==> config.mk <==
export PLATFORM = sky130hd
export DESIGN_NAME = ad9361_axis_framer
export DESIGN_NICKNAME = d
export VERILOG_FILES = /design/src/rtl/ad9361_framer_pkg.sv /design/src/rtl/ad9361_axis_out_reg.sv /design/src/rtl/ad9361_axis_framer.sv
export SDC_FILE = /design/constraint.sdc
export NUM_CORES = 1
export LEC_CHECK = 0
export ABC_AREA = 1
export CAP_MARGIN = 30
export CORE_ASPECT_RATIO = 0.9
export CORE_UTILIZATION = 30
export CTS_BUF_LIST = sky130_fd_sc_hd__clkbuf_16
export CTS_CLUSTER_DIAMETER = 30
export DETAILED_ROUTE_END_ITERATION = 10
export HOLD_SLACK_MARGIN = 0.02
export PLACE_DENSITY = 0.59
export SYNTH_ARGS = -nofsm -noshare
export SYNTH_HDL_FRONTEND = slang
export SYNTH_SLANG_ARGS = --single-unit
==> constraint.sdc <==
create_clock -name clk -period 2.55 [get_ports clk]
set_input_delay 0.765 -clock clk [delete_from_list [all_inputs] [get_ports clk]]
set_output_delay 0.765 -clock clk [all_outputs]
set_load 0.01 [all_outputs]
==> src/rtl/ad9361_framer_pkg.sv <==
// Shared types and constants for the AD9361 AXI-stream framer.
// The optional trailer beat is enabled with the AD9361_FRAMER_TRAILER_EN macro.
package ad9361_framer_pkg;

  localparam int unsigned AxisDataWidth = 128;

  // Header field placement: {magic, seq_num, samp_idx}
  localparam int unsigned MagicLsb   = 96;
  localparam int unsigned MagicWidth = 32;
  localparam int unsigned SeqLsb     = 64;
  localparam int unsigned SeqWidth   = 32;
  localparam int unsigned IdxLsb     = 0;
  localparam int unsigned IdxWidth   = 64;

  localparam logic [MagicWidth-1:0] DefaultHeaderMagic = 32'hAD93_6100;

  typedef enum logic [1:0] {StHeader, StPayload, StTrailer} state_e;

  function automatic logic [AxisDataWidth-1:0] pack_header(
    input logic [MagicWidth-1:0] magic,
    input logic [SeqWidth-1:0]   seq,
    input logic [IdxWidth-1:0]   idx
  );
    logic [AxisDataWidth-1:0] h;
    h = '0;
    h[MagicLsb +: MagicWidth] = magic;
    h[SeqLsb +: SeqWidth]     = seq;
    h[IdxLsb +: IdxWidth]     = idx;
    return h;
  endfunction

endpackage

==> src/rtl/ad9361_axis_out_reg.sv <==
// Single registered AXI-stream output slot. A load may coincide with the
// downstream accept of the previous beat, giving full throughput.
module ad9361_axis_out_reg
  import ad9361_framer_pkg::*;
(
  input  logic                     clk_i,
  input  logic                     rst_ni,
  input  logic                     load_i,
  input  logic [AxisDataWidth-1:0] data_i,
  input  logic                     last_i,
  input  logic                     tready_i,
  output logic                     tvalid_o,
  output logic                     tlast_o,
  output logic [AxisDataWidth-1:0] tdata_o,
  output logic                     load_ok_o
);

  logic                     valid_q, valid_d;
  logic                     last_q, last_d;
  logic [AxisDataWidth-1:0] data_q, data_d;

  // Slot is free when empty or being drained this cycle.
  assign load_ok_o = !valid_q || tready_i;

  // Next slot contents: new beat replaces, accept empties, otherwise hold.
  always_comb begin
    valid_d = valid_q;
    last_d  = last_q;
    data_d  = data_q;
    if (load_i) begin
      valid_d = 1'b1;
      last_d  = last_i;
      data_d  = data_i;
    end else if (tready_i) begin
      valid_d = 1'b0;
    end
  end

  // Slot registers.
  always_ff @(posedge clk_i or negedge rst_ni) begin
    if (!rst_ni) begin
      valid_q <= 1'b0;
      last_q  <= 1'b0;
      data_q  <= '0;
    end else begin
      valid_q <= valid_d;
      last_q  <= last_d;
      data_q  <= data_d;
    end
  end

  assign tvalid_o = valid_q;
  assign tlast_o  = last_q;
  assign tdata_o  = data_q;

endmodule

==> src/rtl/ad9361_axis_framer.sv <==
// Frames the packed dual-AD9361 I/Q stream into packets of one header beat
// followed by PACKET_BEATS payload beats. Define AD9361_FRAMER_TRAILER_EN to
// append a trailer beat holding the XOR of the packet's payload beats.
module ad9361_axis_framer
  import ad9361_framer_pkg::*;
#(
  parameter int unsigned       PACKET_BEATS   = 256,
  parameter logic [31:0]       HEADER_MAGIC   = DefaultHeaderMagic,
  parameter int unsigned       BEAT_CNT_WIDTH = $clog2(PACKET_BEATS) + 1
) (
  input  logic                     clk,
  input  logic                     resetn,
  input  logic                     enable,
  input  logic                     s_axis_tvalid,
  output logic                     s_axis_tready,
  input  logic [AxisDataWidth-1:0] s_axis_tdata,
  output logic                     m_axis_tvalid,
  input  logic                     m_axis_tready,
  output logic                     m_axis_tlast,
  output logic [AxisDataWidth-1:0] m_axis_tdata,
  output logic                     busy
);

  localparam logic [BEAT_CNT_WIDTH-1:0] LastBeat = BEAT_CNT_WIDTH'(PACKET_BEATS - 1);

  state_e                    state_q, state_d;
  logic [SeqWidth-1:0]       seq_q, seq_d;
  logic [IdxWidth-1:0]       samp_idx_q, samp_idx_d;
  logic [BEAT_CNT_WIDTH-1:0] beat_cnt_q, beat_cnt_d;
  logic                      busy_q, busy_d;
`ifdef AD9361_FRAMER_TRAILER_EN
  logic [AxisDataWidth-1:0]  acc_q, acc_d;
`endif

  logic                     load_ok;
  logic                     load;
  logic                     load_last;
  logic [AxisDataWidth-1:0] load_data;
  logic                     s_hs;

  assign s_axis_tready = (state_q == StPayload) && load_ok;
  assign s_hs          = s_axis_tvalid && s_axis_tready;

  // Packet sequencing: decide what enters the output slot this cycle.
  always_comb begin
    state_d    = state_q;
    seq_d      = seq_q;
    samp_idx_d = samp_idx_q;
    beat_cnt_d = beat_cnt_q;
    busy_d     = busy_q;
`ifdef AD9361_FRAMER_TRAILER_EN
    acc_d      = acc_q;
`endif
    load       = 1'b0;
    load_last  = 1'b0;
    load_data  = '0;

    // Clear on the tlast handshake; a header load below may re-set it.
    if (m_axis_tvalid && m_axis_tready && m_axis_tlast) begin
      busy_d = 1'b0;
    end

    unique case (state_q)
      StHeader: begin
        // Only frame when a payload beat is already waiting upstream.
        if (enable && s_axis_tvalid && load_ok) begin
          load       = 1'b1;
          load_data  = pack_header(HEADER_MAGIC, seq_q, samp_idx_q);
          busy_d     = 1'b1;
          beat_cnt_d = '0;
`ifdef AD9361_FRAMER_TRAILER_EN
          acc_d      = '0;
`endif
          state_d    = StPayload;
        end
      end
      StPayload: begin
        if (s_hs) begin
          load       = 1'b1;
          load_data  = s_axis_tdata;
          samp_idx_d = samp_idx_q + IdxWidth'(1);
          beat_cnt_d = beat_cnt_q + BEAT_CNT_WIDTH'(1);
`ifdef AD9361_FRAMER_TRAILER_EN
          acc_d      = acc_q ^ s_axis_tdata;
`endif
          if (beat_cnt_q == LastBeat) begin
            seq_d = seq_q + SeqWidth'(1);
`ifdef AD9361_FRAMER_TRAILER_EN
            state_d = StTrailer;
`else
            load_last = 1'b1;
            state_d   = StHeader;
`endif
          end
        end
      end
      StTrailer: begin
`ifdef AD9361_FRAMER_TRAILER_EN
        if (load_ok) begin
          load      = 1'b1;
          load_data = acc_q;
          load_last = 1'b1;
          state_d   = StHeader;
        end
`else
        state_d = StHeader;
`endif
      end
      default: state_d = StHeader;
    endcase
  end

  // Framer state registers.
  always_ff @(posedge clk or negedge resetn) begin
    if (!resetn) begin
      state_q    <= StHeader;
      seq_q      <= '0;
      samp_idx_q <= '0;
      beat_cnt_q <= '0;
      busy_q     <= 1'b0;
`ifdef AD9361_FRAMER_TRAILER_EN
      acc_q      <= '0;
`endif
    end else begin
      state_q    <= state_d;
      seq_q      <= seq_d;
      samp_idx_q <= samp_idx_d;
      beat_cnt_q <= beat_cnt_d;
      busy_q     <= busy_d;
`ifdef AD9361_FRAMER_TRAILER_EN
      acc_q      <= acc_d;
`endif
    end
  end

  assign busy = busy_q;

  ad9361_axis_out_reg u_out_reg (
    .clk_i     (clk),
    .rst_ni    (resetn),
    .load_i    (load),
    .data_i    (load_data),
    .last_i    (load_last),
    .tready_i  (m_axis_tready),
    .tvalid_o  (m_axis_tvalid),
    .tlast_o   (m_axis_tlast),
    .tdata_o   (m_axis_tdata),
    .load_ok_o (load_ok)
  );

endmodule

==> flow_metrics.env, run 1 <==
# implementation run metrics
export IMPL_status="complete, no violations"
export IMPL_synthMuxAreaShare_pct=0
export IMPL_syn_nets=1476
export IMPL_area_growth_pct=50.06
export IMPL_synthMostInstantiatedCell="nand2_1"
export IMPL_drv_slew=0
export IMPL_r2r_end="seq_q[29]"
export IMPL_skew_ns=0.01849
export IMPL_pg_clk_mw=7.03
export IMPL_crit_top_cell="nor2_1"
export IMPL_ys_cells=1339
export IMPL_synth_area_yosys_sq_um=11210
export IMPL_clock_sinks=237
export IMPL_numCtsBuffers=56
export IMPL_fa_ha_area_share_pct=0.4465
export IMPL_final_setup_tns_ns=0
export IMPL_common_cells="nand2_1, dfrtp_1, nor2_1, inv_1, a22oi_1"
export IMPL_arrival_ns=1.67
export IMPL_ys_ff=237
export IMPL_p_switching_mw=3.325
export IMPL_postSynthSeqShare_pct=52.91
export IMPL_fmax_mhz=411.4
export IMPL_cpMaxStageDelayCell="clkdlybuf4s50_1"
export IMPL_xor_area_share_pct=4.532
export IMPL_chipArea_sq_um=38140
export IMPL_grt_start_max_net_pins=60
export IMPL_grt_util_met2_pct=28.88
export IMPL_ios=265
run 1: critical path: cells and delay by family:
kind / cells / cell delay, ns
buf+inv: 2 / 0.76
simple gates: 2 / 0.14
run 1: layout make-up:
| type | count | area, sq um |
|---|---|---|
| Clock inverter | 47 | 446.7 |
| Inverter | 109 | 414.1 |
| Multi-Input combinational cell | 951 | 4683 |
| Fill cell | 3566 | 19680 |
| Clock buffer | 58 | 1451 |
| Timing Repair Buffer | 325 | 3292 |
| Tap cell | 476 | 595.6 |
| Sequential cell | 237 | 5931 |
| Antenna cell | 2 | 5.005 |
run 1: sequential cells by signal, summed over array words and instances, names as in the netlist:
register            flops
seq_q                  32
u_out_reg.tvalid_o      1
state_q                 1
busy                    1
samp_idx_q             64
u_out_reg.tdata_o     128
beat_cnt_q              9
u_out_reg.tlast_o       1
Run 1, power grid:
(2 px per um) Pins as bars on the die edge.
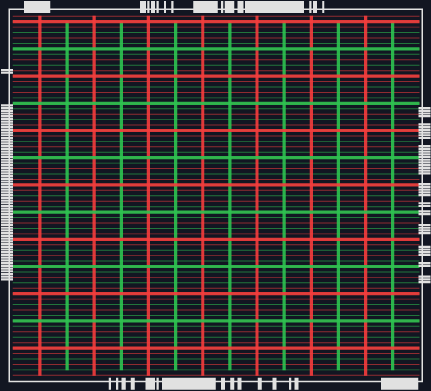
VDD -> green
VSS -> red
met5 straps = 13
rows = 66
Max IR drop VDD: 0.4257 mV
Chip Height: 185.4 um
Die W: 205.7 um
Core ar.: 36500 sq um

Run 1, the metal 4 layer:
(2 px per um)
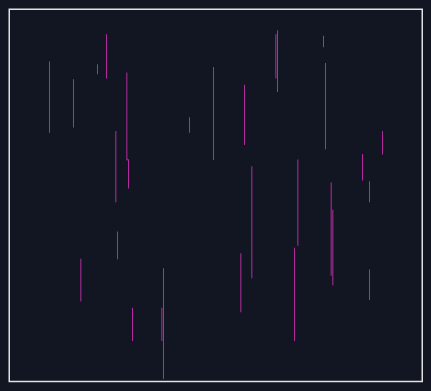
nets with wire on the layer = 15
wire length on this layer = 794 um
share of all routed wire = 2.2%
longest straight run = 55.8 um
routed via count: 10390
Routed WL: 35680 um

Run 1, cell area per tile:
(1.5 px per um) The die is cut into 21 by 19 equal tiles; white is low, dark blue is high, 0 to 100% covered.
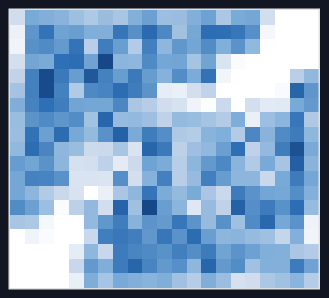
tiles over 75% full = 6.3%
fullest tile = 91%
nearly empty tiles = 11%
mean over tiles = 43%
Core Util at FP: 30.71%
fin util: 46.08%

==> run 2: changes to the inputs <==
--- a/config.mk
+++ b/config.mk
@@ -8,12 +8,12 @@
 export ABC_AREA = 1
 export CAP_MARGIN = 30
 export CORE_ASPECT_RATIO = 0.9
-export CORE_UTILIZATION = 30
+export CORE_UTILIZATION = 38
 export CTS_BUF_LIST = sky130_fd_sc_hd__clkbuf_16
 export CTS_CLUSTER_DIAMETER = 30
 export DETAILED_ROUTE_END_ITERATION = 10
 export HOLD_SLACK_MARGIN = 0.02
-export PLACE_DENSITY = 0.59
+export PLACE_DENSITY = 0.7
 export SYNTH_ARGS = -nofsm -noshare
 export SYNTH_HDL_FRONTEND = slang
 export SYNTH_SLANG_ARGS = --single-unit
Run 2, power grid:
(2 px per um) Pins as bars on the die edge.
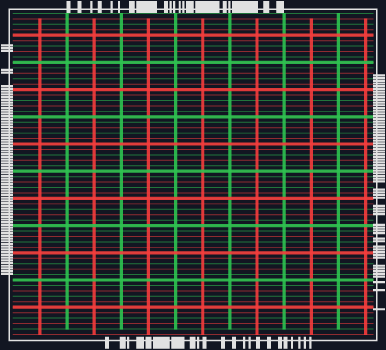
VSS -> red
VDD -> green
rows = 59
signal pins = 265
met1 rails = 60
met5 straps = 11
Chip Height: 164.9 um
Max IR drop VDD: 0.5485 mV
Core ar.: 28940 sq um

==> run 2 against run 1 <==
Net effect: clock power decreased by 7.4%; hold slack got worse by 0.12 ns; synthesized cell count unchanged; via count decreased by 0.63%; final area decreased by 2.4%; wire length decreased by 6.3%; sequential share of layout area increased by 0.88 points; clock skew increased by 0.021 ns; cell count decreased by 4.6%.
==> flow_metrics.env, run 2 <==
# implementation run metrics
export IMPL_chipArea_sq_um=30190
export IMPL_xor_area_share_pct=4.532
export IMPL_port_buffers=264
export IMPL_skew_ns=0.03947
export IMPL_area_growth_pct=46.38
export IMPL_vias=10330
export IMPL_clock_sinks=237
export IMPL_numCtsBuffers=52
export IMPL_final_setup_tns_ns=0
export IMPL_drv_slew=0
export IMPL_ys_cells=1339
export IMPL_synth_area_yosys_sq_um=11210
export IMPL_worst_path_stages=4
export IMPL_die_x_um=183.0
export IMPL_synthMuxAreaShare_pct=0
export IMPL_arrival_ns=1.66
export IMPL_crit_top_cell="nor2_1"
export IMPL_largest_reg_flops=128
export IMPL_common_cells="nand2_1, dfrtp_1, nor2_1, inv_1, a22oi_1"
export IMPL_ys_async_sr_fraction_pct=100.0
export IMPL_status="complete, no violations"
export IMPL_final_fill_count=2612
export IMPL_ios=265
export IMPL_r2r_end="seq_q[31]"
export IMPL_drt_initial_drc_count=602
export IMPL_synthMostInstantiatedCell="nand2_1"
export IMPL_syn_nets=1476
export IMPL_fmax_mhz=412.0
export IMPL_fp_utilization_pct=38.73
export IMPL_comb_area_sq_um=4683
export IMPL_seq_area_sq_um=5931
export IMPL_postSynthSeqShare_pct=52.91
export IMPL_fa_ha_area_share_pct=0.4465
==> run 2: final cells by class <==
cell class | instances | share of cell area (%)
flip-flops and latches | 237 | 36.15
multi-input cells | 951 | 28.54
repair buffers | 313 | 19.06
clock buffers | 52 | 7.931
well taps | 396 | 3.020
clock inverters | 44 | 2.761
inverters | 109 | 2.524
diodes | 1 | 0.01525
==> run 2: where the power goes <==
group,switching (mW),internal [mW],total (mW)
clock network,2.24,4.27,6.51
logic,0.756,0.953,1.71
registers,0.243,4.15,4.39
total,3.24,9.37,12.6
==> run 2: metal layers <==
layer,routed length (um),vias up,share of wire [%],global-route usage [%]
li1,-,5018,-,-
met1,15570,4917,47,30.88
met2,14700,331,44,34.31
met3,2406,61,7.2,5.270
met4,752,0,2.2,6.288
met5,0,-,0,0
==> run 3: changes to the inputs <==
--- a/config.mk
+++ b/config.mk
@@ -13,6 +13,7 @@
 export CTS_CLUSTER_DIAMETER = 30
 export DETAILED_ROUTE_END_ITERATION = 10
 export HOLD_SLACK_MARGIN = 0.02
+export MAX_ROUTING_LAYER = met4
 export PLACE_DENSITY = 0.7
 export SYNTH_ARGS = -nofsm -noshare
 export SYNTH_HDL_FRONTEND = slang
Run 3, congestion heat map:
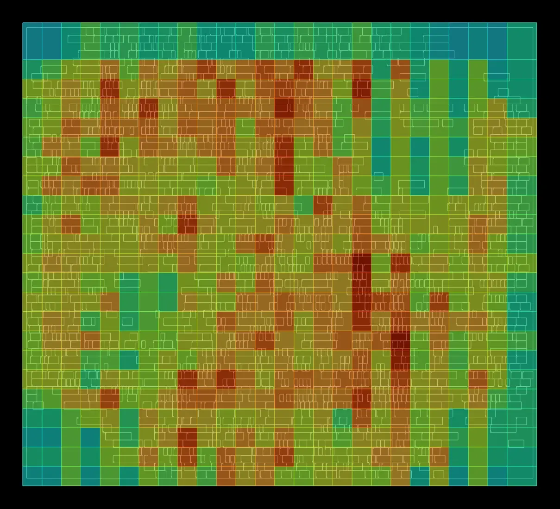
met2 GRT Util: 36.19%
grt peak-use layer: met2
fin util: 57.59%
grt met1 use: 32.41%

==> run 3 against run 2 <==
Net effect: non-clock buffer count increased by 4; global-route usage rose by 1.4 points; flip-flop count did not move; power increased by 6.5%; sequential power about the same; largest cell class unchanged.
==> flow_metrics.env, run 3 <==
# implementation run metrics
export IMPL_comb_area_sq_um=4683
export IMPL_cpMaxStageDelayCell="clkdlybuf4s50_1"
export IMPL_wl_met1_um=16180
export IMPL_ys_cells=1339
export IMPL_route_met3_wl_um=2146
export IMPL_vias=10390
export IMPL_final_setup_tns_ns=0
export IMPL_n_all_inverters=109
export IMPL_postSynthSeqShare_pct=52.91
export IMPL_p_switching_mw=3.299
export IMPL_chipArea_sq_um=30190
export IMPL_ios=265
export IMPL_comb_area_share_pct=28.10
export IMPL_nClkBuffers=56
export IMPL_status="complete, no violations"
export IMPL_comb_power_share_pct=12.8
export IMPL_drv_slew=0
export IMPL_nWellTaps=396
export IMPL_area_growth_pct=48.69
export IMPL_seq_area_sq_um=5931
export IMPL_numCtsBuffers=55
export IMPL_ir_drop_mv=0.4154
export IMPL_internal_power_mw=10.13
export IMPL_bufAreaShareNonClock_pct=19.09
export IMPL_fa_ha_area_share_pct=0.4465
export IMPL_ys_ff=237
export IMPL_drt_initial_drc_count=794
export IMPL_ff_count=237
-- run 3: cell counts after synthesis --
Identical to the previous run, type by type.
-- run 3: critical path: cells and delay by family --
| family | cells | cell delay (ns) |
|---|---|---|
| simple gates | 2 | 0.14 |
| buf+inv | 2 | 0.74 |
-- run 3: power by group through the flow --
stage | Sequential (mW) | Clock, mW | Combinational [mW]
6_report | 4.39 | 7.32 | 1.72
5_1_grt | 4.43 | 7.64 | 1.89
4_1_cts | 4.39 | 7.43 | 1.75
3_5_place_dp | 4.44 | 0 | 1.74
3_3_place_gp | 4.43 | 0 | 1.70
2_1_floorplan | 4.54 | 0 | 0.538
Power and IR drop assume default switching activity.
